**Run 1: floorplan with the power grid**

Bar = 50 um. Pins as bars on the die edge.
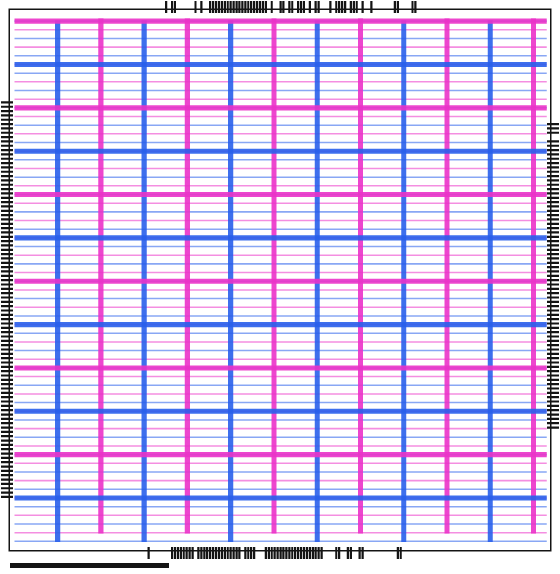
**Run 1: placement by cell class**

Bar = 50 um.
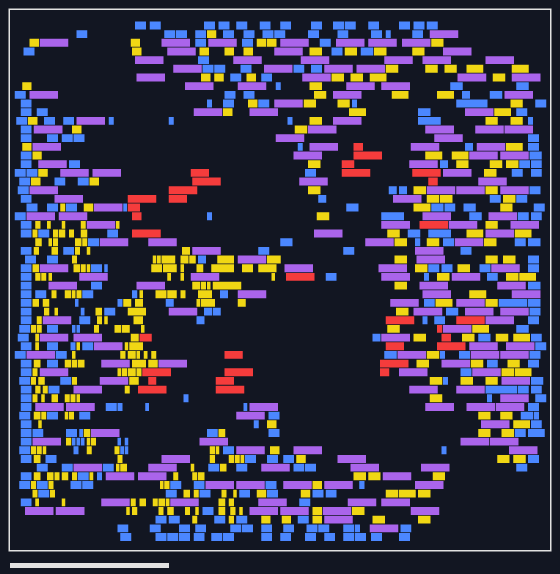
**Run 1: clock wires, drivers and flops**

Bar = 50 um.
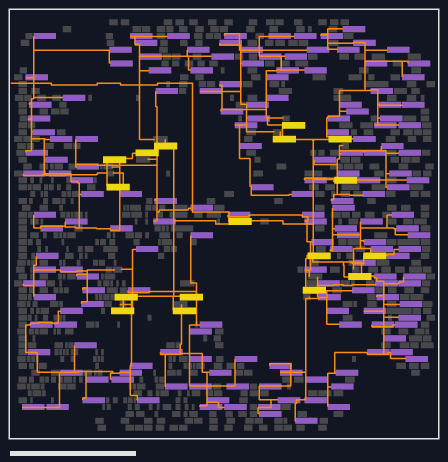
**Run 1: metal layers overlaid**

Two of the layers only.
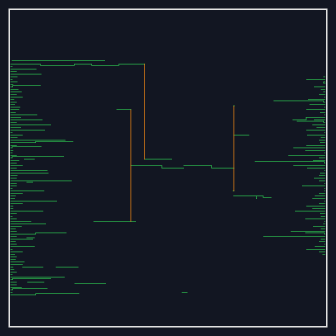
`config.mk`:
```
export PLATFORM = sky130hd
export DESIGN_NAME = unified_mem_arbiter
export DESIGN_NICKNAME = d
export VERILOG_FILES = /design/src/rtl/unified_mem_arbiter.sv
export SDC_FILE = /design/constraint.sdc
export NUM_CORES = 1
export LEC_CHECK = 0
export CAP_MARGIN = 20
export CORE_UTILIZATION = 25
export CTS_CLUSTER_DIAMETER = 50
export DETAILED_ROUTE_END_ITERATION = 8
export GPL_TIMING_DRIVEN = 0
export SLEW_MARGIN = 10
export SYNTH_ARGS = -nofsm -noshare
export SYNTH_HDL_FRONTEND = slang
export SYNTH_SLANG_ARGS = --single-unit
export TNS_END_PERCENT = 1
```
`constraint.sdc`:
```
create_clock -name clk -period 2.15 [get_ports clk]
set_input_delay 0.3225 -clock clk [delete_from_list [all_inputs] [get_ports clk]]
set_output_delay 0.3225 -clock clk [all_outputs]
set_load 0.01 [all_outputs]
```
`src/rtl/unified_mem_arbiter.sv`:
```
// Single-port memory arbiter shared by instruction fetch and data access.
// Ports: if_* fetch side, d_* data side, mem_* memory side, flush, busy.
module unified_mem_arbiter #(
  parameter int LAT        = 2,
  parameter int STARVE_MAX = 3
) (
  input  logic        clk,
  input  logic        rst_n,
  input  logic        if_req,
  input  logic [31:0] if_addr,
  output logic        if_gnt,
  output logic        if_rvalid,
  output logic [31:0] if_rdata,
  input  logic        d_req,
  input  logic        d_we,
  input  logic [31:0] d_addr,
  input  logic [31:0] d_wdata,
  output logic        d_gnt,
  output logic        d_done,
  output logic [31:0] d_rdata,
  input  logic        flush,
  output logic [31:0] mem_addr,
  output logic        mem_we,
  output logic [31:0] mem_wdata,
  input  logic [31:0] mem_rdata,
  output logic        busy
);

  typedef enum logic [1:0] {
    IDLE,
    ACCESS,
    DONE
  } state_t;

  localparam logic [2:0] LP_SMAX = 3'(STARVE_MAX);
  localparam logic [2:0] LP_CNT  = 3'(LAT - 1);

  state_t      r_state;
  state_t      w_next;
  logic [2:0]  r_starve;
  logic [2:0]  r_cnt;
  logic [31:0] r_addr;
  logic [31:0] r_wdata;
  logic [31:0] r_rbuf;
  logic [31:0] r_if_rdata;
  logic [31:0] r_d_rdata;
  logic        r_we;
  logic        r_is_f;
  logic        r_kill;
  logic        r_if_gnt;
  logic        r_d_gnt;
  logic        r_d_done;

  logic w_idle;
  logic w_acc;
  logic w_done;
  logic w_f_win;
  logic w_d_win;
  logic w_acc_end;
  logic w_if_live;

  assign w_idle    = (r_state == IDLE);
  assign w_acc     = (r_state == ACCESS);
  assign w_done    = (r_state == DONE);
  assign w_f_win   = if_req &&
                     (!d_req || (r_starve == LP_SMAX));
  assign w_d_win   = d_req && !w_f_win;
  assign w_acc_end = w_acc && (r_cnt == 3'd0);
  // Fetch return is visible only when no flush
  // was seen during the access and none is seen now.
  assign w_if_live = w_done && r_is_f &&
                     !r_kill && !flush;

  always_ff @(posedge clk or negedge rst_n) begin
    if (!rst_n) r_state <= IDLE;
    else        r_state <= w_next;
  end

  always_comb begin
    w_next = r_state;
    unique case (r_state)
      IDLE:    if (if_req || d_req) w_next = ACCESS;
      ACCESS:  if (r_cnt == 3'd0)   w_next = DONE;
      DONE:    w_next = IDLE;
      default: w_next = IDLE;
    endcase
  end

  always_ff @(posedge clk or negedge rst_n) begin
    if (!rst_n) begin
      r_starve   <= '0;
      r_cnt      <= '0;
      r_addr     <= '0;
      r_wdata    <= '0;
      r_rbuf     <= '0;
      r_if_rdata <= '0;
      r_d_rdata  <= '0;
      r_we       <= 1'b0;
      r_is_f     <= 1'b0;
      r_kill     <= 1'b0;
      r_if_gnt   <= 1'b0;
      r_d_gnt    <= 1'b0;
      r_d_done   <= 1'b0;
    end else begin
      r_if_gnt <= w_idle && w_f_win;
      r_d_gnt  <= w_idle && w_d_win;
      r_d_done <= w_acc_end && !r_is_f;
      if (w_idle) begin
        if (w_f_win || !if_req)
          r_starve <= '0;
        else if (r_starve < LP_SMAX)
          r_starve <= r_starve + 3'd1;
        if (w_f_win || w_d_win) begin
          r_addr  <= w_f_win ? if_addr : d_addr;
          r_wdata <= w_f_win ? '0 : d_wdata;
          r_we    <= w_d_win && d_we;
          r_is_f  <= w_f_win;
          r_kill  <= 1'b0;
          r_cnt   <= LP_CNT;
        end
      end
      if (w_acc && (r_cnt != 3'd0))
        r_cnt <= r_cnt - 3'd1;
      if (w_acc_end) begin
        if (r_is_f)
          r_rbuf <= mem_rdata;
        else if (!r_we)
          r_d_rdata <= mem_rdata;
      end
      if (r_is_f && flush && (w_acc || w_done))
        r_kill <= 1'b1;
      if (w_if_live)
        r_if_rdata <= r_rbuf;
    end
  end

  assign if_gnt    = r_if_gnt;
  assign d_gnt     = r_d_gnt;
  assign if_rvalid = w_if_live;
  assign if_rdata  = w_if_live ? r_rbuf : r_if_rdata;
  assign d_done    = r_d_done;
  assign d_rdata   = r_d_rdata;
  assign mem_addr  = r_addr;
  assign mem_wdata = r_wdata;
  assign mem_we    = w_acc && r_we;
  assign busy      = !w_idle;

endmodule
```
==> reports/qor.yml, run 1 <==
outcome: "finished with violations"
violations: "negative setup slack"
avgViaCountPerCell: 4.45
post_cts_resized: 141
antenna_found_initial: 0
drt-initial-drc-count: 242
die_w_um: 169
cts.clk_slew.worst_paths_ns: 0.08
netlist_instances: 524
whs_endpoint: "mem_addr[14]"
nFillCells: 2585
placed_cell_area_um2: 10200
slowest_stage: "dfrtp_1"
dp_hpwl_um: 14000
setup_viol: 32
max_stage_delay_ns: 0.39
cts_root_buf: "clkbuf_16"
finalHoldViolations: 0
required_ns: 1.83
critPathArrivalTime_ns: 2.08
synth_chip_area_um2: 7010
hp-class: "in2reg"
synth-edff-count: 0
cts.sinks: 174
rsz0062_at_grt: "yes"
min-delay-start: "d_addr[14]"
tritoncts.num_buffers: 17
hold_ws_ns: 0.440
reg2reg_to: "mem_addr[4]"
h-tree-depth: 4
crit_chain: "inv_2, ha_4, and4bb_1, buf_6, buf_12, buf_16, mux2_4, buf_6"
synth_area_um2: 7010
syn_to_final_growth_pct: 56.3
ys.flop_type: "dfrtp_1"
final_nets: 962
antenna_left: 0
place_congestion: 0.733
fin_skew_ns: 0.0114
worst_path_most_repeated_cell: "buf_6"
insertion_delay_ns: 0.43
numSynthFlops: 174
gr-total-overflow: 0
grt_usage: 0.144
synth_nets: 665
synth_warnings: 0
relSlewSlack: 0.477
cap_violations: 0
p_leak_nw: 4.71
p_per_area_nw_per_um2: 1410
holdPathStages: 3
post-route-min-period_ns: 2.40
clock.fmax_mhz: 417
syn_avg_cell_area_um2: 13.4
drc_errors: 0
clockBufferDepth: 2
grt_pass1_wl_um: 31900
tightest_slew_ns: 0.785
die.size.y_um: 169
ir_worst_vdd_mv: 0.566
reg2reg_slack_ns: 0.17
io_pins: 268
chipArea_um2: 28700
final.setup.worst_slack_ns: -0.249
startpoint_type: "flop"
end_kind: "output port"
drive_gt1_frac: 0.242
## Picture notes: 'floorplan with the power grid'
Key: VSS = blue; VDD = magenta
The core has 60 rows. 268 signal pins sit on the boundary.

## Picture notes: 'placement by cell class'
Key: remaining buffers and delay cells = blue [cells 317]; remaining logic cells = yellow [cells 311]; clock drivers and dummy loads = red [cells 32]; sequential cells = purple [cells 174]
site row count: 60
post-route cell area: 10900 um2
Core Box Area: 27300 um2
post-layout util: 0.402

## Picture notes: 'clock wires, drivers and flops'
Key: clock wires = orange [length 2600 um]; flip-flops = purple [count 174]; clock-net drivers = yellow [count 17]
Position of the flops: spread over the die. There are 18 routed clock nets.

## Picture notes: 'metal layers overlaid'
Key: M4 = orange [wire length 156 um]; M3 = green [wire length 1560 um]
routed via count: 5361
DRT Wirelength: 20200 um

[run 1: layout make-up]
class | count | area share
Inverter | 7 | 0.00240
Clock inverter | 15 | 0.0157
Timing Repair Buffer | 279 | 0.253
Sequential cell | 174 | 0.398
Buffer | 38 | 0.0219
Tap cell | 372 | 0.0425
Clock buffer | 17 | 0.0389
Multi-Input combinational cell | 304 | 0.228
[run 1: layout by cell type, fill, tap and decap left out, types with 5 or more instances in the layout]
cell type        instances
a31oi_1                 32
a21oi_1                 35
clkdlybuf4s50_1        231
mux2_4                  21
buf_6                   21
clkbuf_16               18
clkinv_8                 5
clkbuf_1                16
buf_2                   25
o21ai_0                 34
nor2_1                  36
inv_1                    6
dfrtp_1                174
buf_4                   12
ha_1                     6
mux2_2                  73
a22o_1                  33
[run 1: worst max-delay path, delay by kind of cell (launching register included)]
family / cells / cell delay (ns)
and+or+nand+nor: 1 / 0.20
DFF: 1 / 0.39
adders and majority gates: 1 / 0.12
buffers and inverters: 5 / 0.63
muxes: 1 / 0.31
[run 1: metal layers]
metal | routed length [um] | vias up | global-route usage
li1 | - | 2491 | -
met1 | 9160 | 2667 | 0.191
met2 | 9350 | 194 | 0.225
met3 | 1560 | 9 | 0.0471
met4 | 156 | 0 | 0.0353
met5 | 0 | - | 0
[run 1: through the flow]
| step | setup TNS [ns] | power, W | cells |
|---|---|---|---|
| floorplan | 0 | 0.00871 | 524 |
| global placement | -1203.50 | 0.0122 | 1163 |
| detailed placement | -12.19 | 0.0123 | 1164 |
| CTS | -9.00 | 0.0154 | 1200 |
| global route | -9.68 | 0.0164 | 1206 |
| finish | -6.35 | 0.0154 | 1206 |
[run 1: synth_stat cells, types with 4 or more instances]
| master | instances | area [um2] |
|---|---|---|
| dfrtp_1 | 174 | 4350 |
| mux2_2 | 91 | 1020 |
| nor2_1 | 36 | 135 |
| a21oi_1 | 35 | 175 |
| o21ai_0 | 34 | 170 |
| a22o_1 | 33 | 289 |
| a31oi_1 | 32 | 200 |
| clkbuf_1 | 16 | 60.1 |
| buf_2 | 11 | 55.1 |
| buf_6 | 7 | 78.8 |
| ha_1 | 7 | 87.6 |
| inv_1 | 7 | 26.3 |
| buf_4 | 5 | 37.5 |
| mux2_1 | 5 | 56.3 |
| nand2_1 | 4 | 15.0 |
[run 1: power breakdown]
group / total (W) / leakage [nW] / switching, W / internal [W]
Combinational: 0.00670 / 2.29 / 0.00290 / 0.00380
Clock: 0.00310 / 0.288 / 0.00154 / 0.00156
Sequential: 0.00559 / 2.13 / 0.000784 / 0.00481
Total: 0.0154 / 4.71 / 0.00522 / 0.0102
[run 1: registers in the layout (all words and copies together), names as in the netlist]
register	flops
d_done	1
d_rdata	32
mem_addr	32
r_starve	3
r_rbuf	32
r_we	1
d_gnt	1
r_kill	1
r_cnt	3
mem_wdata	32
if_gnt	1
r_is_f	1
r_if_rdata	32
r_state	2
[run 1: cells by family (layout without fill, tap and decap cells)]
family,Yosys count,count (layout),share of synthesized area
and+or+nand+nor,52,52,0.0379
muxes,98,98,0.157
adders and majority gates,7,7,0.0125
AOI/OAI and AO/OA,147,147,0.134
DFF,174,174,0.621
buffers and inverters,46,356,0.0368
## Run 2: what changed since run 1
--- a/config.mk
+++ b/config.mk
@@ -10,6 +10,7 @@
 export CTS_CLUSTER_DIAMETER = 50
 export DETAILED_ROUTE_END_ITERATION = 8
 export GPL_TIMING_DRIVEN = 0
+export HOLD_SLACK_MARGIN = 0.02
 export SLEW_MARGIN = 10
 export SYNTH_ARGS = -nofsm -noshare
 export SYNTH_HDL_FRONTEND = slang
**Run 2: placement view**

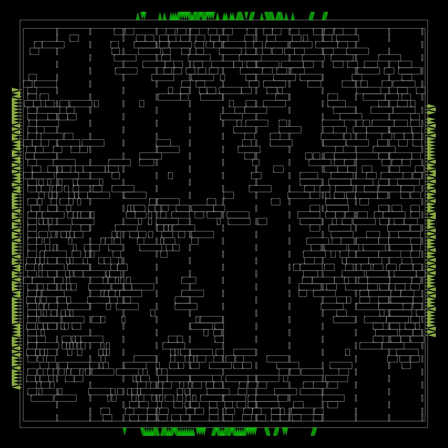
well tap count: 372
number of fillers in the final layout: 2585
Post-Layout Cell Count: 1206
flop share of the area: 0.398
flip-flops: 174

==> run 2 against run 1 <==
The flow still finishes with violations (negative setup slack). Die area is the same. Via count did not move. Worst hold slack is the same. Count of clock-buffer cells in the layout stayed put. Combinational power about the same. Cell area unchanged. Register-to-register slack hardly changed. Sequential cell count is the same. Clock power barely moved. Area after synthesis is the same. Non-clock buffer count unchanged. Critical path type unchanged. Largest cell class unchanged. Largest power group unchanged. Highest routed layer unchanged.
==> reports/qor.yml, run 2 <==
fin_skew_ns: 0.0114  # unchanged
die_w_um: 169  # unchanged
coreArea_um2: 27300  # unchanged
h-tree-depth: 4  # unchanged
topCellsByArea: "dfrtp_1, mux2_2, a22o_1"  # unchanged
synthArstFlopShare: 1.00  # unchanged
portBuffers: 267  # unchanged
avgViaCountPerCell: 4.45  # unchanged
path_buffers: 5  # unchanged
common_cells: "dfrtp_1, mux2_2, nor2_1"  # unchanged
required_ns: 1.83  # about the same
cts_root_buf: "clkbuf_16"  # unchanged
grt_usage: 0.144  # unchanged
numSynthFlops: 174  # unchanged
synth_warnings: 0  # unchanged
violations: "negative setup slack"  # unchanged
yosysSeqAreaShare: 0.621  # unchanged
antenna_found_initial: 0  # unchanged
drtPass1Iterations: 4  # unchanged
crit_chain: "inv_2, ha_4, and4bb_1, buf_6, buf_12, buf_16, mux2_4, buf_6"  # unchanged
relSlewSlack: 0.477  # unchanged
hold_ws_ns: 0.440  # unchanged
max_stage_delay_ns: 0.39  # about the same
cts.clk_slew.worst_paths_ns: 0.08  # about the same
cts.sinks: 174  # unchanged
setup_viol: 32  # unchanged
cp_max_fo: 6  # unchanged
core_util_floorplan: 0.257  # unchanged
hp-class: "in2reg"  # unchanged
syn_avg_cell_area_um2: 13.4  # unchanged
path_class: "reg2out"  # unchanged
clockBufferDepth: 2  # unchanged
synth_area_um2: 7010  # unchanged
gr-total-overflow: 0  # unchanged
insertion_delay_ns: 0.43  # about the same
cap_violations: 0  # unchanged
netlist_instances: 524  # unchanged
place_congestion: 0.733  # unchanged
clock.fmax_mhz: 417  # unchanged
synth_chip_area_um2: 7010  # unchanged
antenna_left: 0  # unchanged
end_kind: "output port"  # unchanged
rows: 60  # unchanged
final.setup.worst_slack_ns: -0.249  # unchanged
die.size.y_um: 169  # unchanged
finalHoldViolations: 0  # unchanged
drive_gt1_frac: 0.242  # unchanged
tightest_slew_ns: 0.785  # unchanged
ys.flop_type: "dfrtp_1"  # unchanged
worst_path_most_repeated_cell: "buf_6"  # unchanged
synth_nets: 665  # unchanged
crit_family: "buffers and inverters"  # unchanged
outcome: "finished with violations"  # unchanged
top_cell_area_share: 0.621  # unchanged
p_leak_nw: 4.71  # unchanged
yosysUniqueCellTypes: 37  # unchanged
syn_to_final_growth_pct: 56.3  # unchanged
layout_top_cell: "clkdlybuf4s50_1"  # unchanged
yosys.area.top_type: "dfrtp_1"  # unchanged
drv_slew: 0  # unchanged
startpoint_type: "flop"  # unchanged
synth-edff-count: 0  # unchanged
diodes: 0  # unchanged
grt_max_degree: 104  # unchanged
slowest_stage: "dfrtp_1"  # unchanged
io_pins: 268  # unchanged
p_per_area_nw_per_um2: 1410  # unchanged
final_nets: 962  # unchanged
num_vias: 5361  # unchanged
grt_pass1_vias: 5563  # unchanged
wl_um: 20200  # unchanged
rsz0062_at_grt: "yes"  # unchanged
ir_worst_vdd_mv: 0.566  # unchanged
ff_latch_area_um2: 4350  # unchanged
post-place-ws_ns: -0.422  # unchanged
dp_hpwl_um: 14000  # unchanged
drt-initial-drc-count: 242  # unchanged
yosys-stat-cells: 524  # unchanged
most-common-layout-cells: "clkdlybuf4s50_1, dfrtp_1, mux2_2"  # unchanged
logic_area_um2: 2490  # unchanged
top_cell: "dfrtp_1"  # unchanged
chipArea_um2: 28700  # unchanged
critPathArrivalTime_ns: 2.08  # about the same
grt_pass1_wl_um: 31900  # unchanged
post-route-min-period_ns: 2.40  # unchanged
warnings: 33  # unchanged
drc_errors: 0  # unchanged
power_w: 0.0154  # unchanged
tritoncts.num_buffers: 17  # unchanged
run 2: cell counts after synthesis:
No cell type changed its count.
run 2: where the power goes:
group | switching [W] | total, W | internal, W | leakage (nW)
Clock | 0.00154 | 0.00310 | 0.00156 | 0.288
Combinational | 0.00290 | 0.00670 | 0.00380 | 2.29
Sequential | 0.000784 | 0.00559 | 0.00481 | 2.13
run 2: metrics by stage:
step | setup TNS [ns] | area [um2] | cells | utilization
3_3_place_gp | -1203.50 | 10100 | 1163 | 0.372
4_1_cts | -9.00 | 10700 | 1200 | 0.394
6_report | -6.35 | 10900 | 1206 | 0.402
5_1_grt | -9.68 | 10900 | 1206 | 0.402
3_5_place_dp | -12.19 | 10200 | 1164 | 0.373
2_1_floorplan | 0 | 7010 | 524 | -
run 2: logic make-up (layout without fill, tap and decap cells):
| kind of cell | count (synthesis) | after routing | synth area share |
|---|---|---|---|
| compound gates | 147 | 147 | 0.134 |
| fa+ha+maj | 7 | 7 | 0.0125 |
| buf+inv | 46 | 356 | 0.0368 |
| flops | 174 | 174 | 0.621 |
| mux | 98 | 98 | 0.157 |
| simple gates | 52 | 52 | 0.0379 |
run 2: layout make-up:
class | instances | area share
plain buffers | 38 | 0.0219
clock buffers | 17 | 0.0389
clock inverters | 15 | 0.0157
inverters | 7 | 0.00240
multi-input cells | 304 | 0.228
flip-flops and latches | 174 | 0.398
well taps | 372 | 0.0425
repair buffers | 279 | 0.253
run 2: path summary, 6_finish.rpt:
path / from / slack (ns) / endpoint / cells after the start
max: r_state[0] / -0.25 / if_rdata[20] / 8
min: d_addr[14] / 0.44 / mem_addr[14] / 3
max reg2reg: r_starve[0] / 0.17 / mem_addr[4] / 6
min reg2reg: r_cnt[0] / 0.49 / r_cnt[0] / 1
max in group asynchronous: rst_n / 0.75 / mem_wdata[22] / 3
min in group asynchronous: rst_n / 0.55 / d_rdata[9] / 2
run 2: routing by layer:
metal	GRT usage	vias up	routed length [um]
met4	0.0353	0	156
met1	0.191	2667	9160
met2	0.225	194	9350
li1	-	2491	-
met3	0.0471	9	1560
met5	0	-	0
run 2: worst register-to-register path, delay by kind of cell, from the launching register on:
kind                       cells  cell delay, ns
adders and majority gates      2            0.46
AOI/OAI and AO/OA              2            0.29
DFF                            1            0.42
buffers and inverters          1            0.39
and+or+nand+nor                1            0.34
run 2: repair_timing:
item / 4_1_cts / 5_1_grt
cloned: 1 / 1
hold buffers: 1 / 0
resized: 141 / 50
setup buffers: 2 / 6
endpoints found under the hold margin: 102 / 0
endpoints found under the setup margin: 35 / 45
pin swaps: 0 / 1
No activity file was given, so power comes from the tool's default toggle rates.
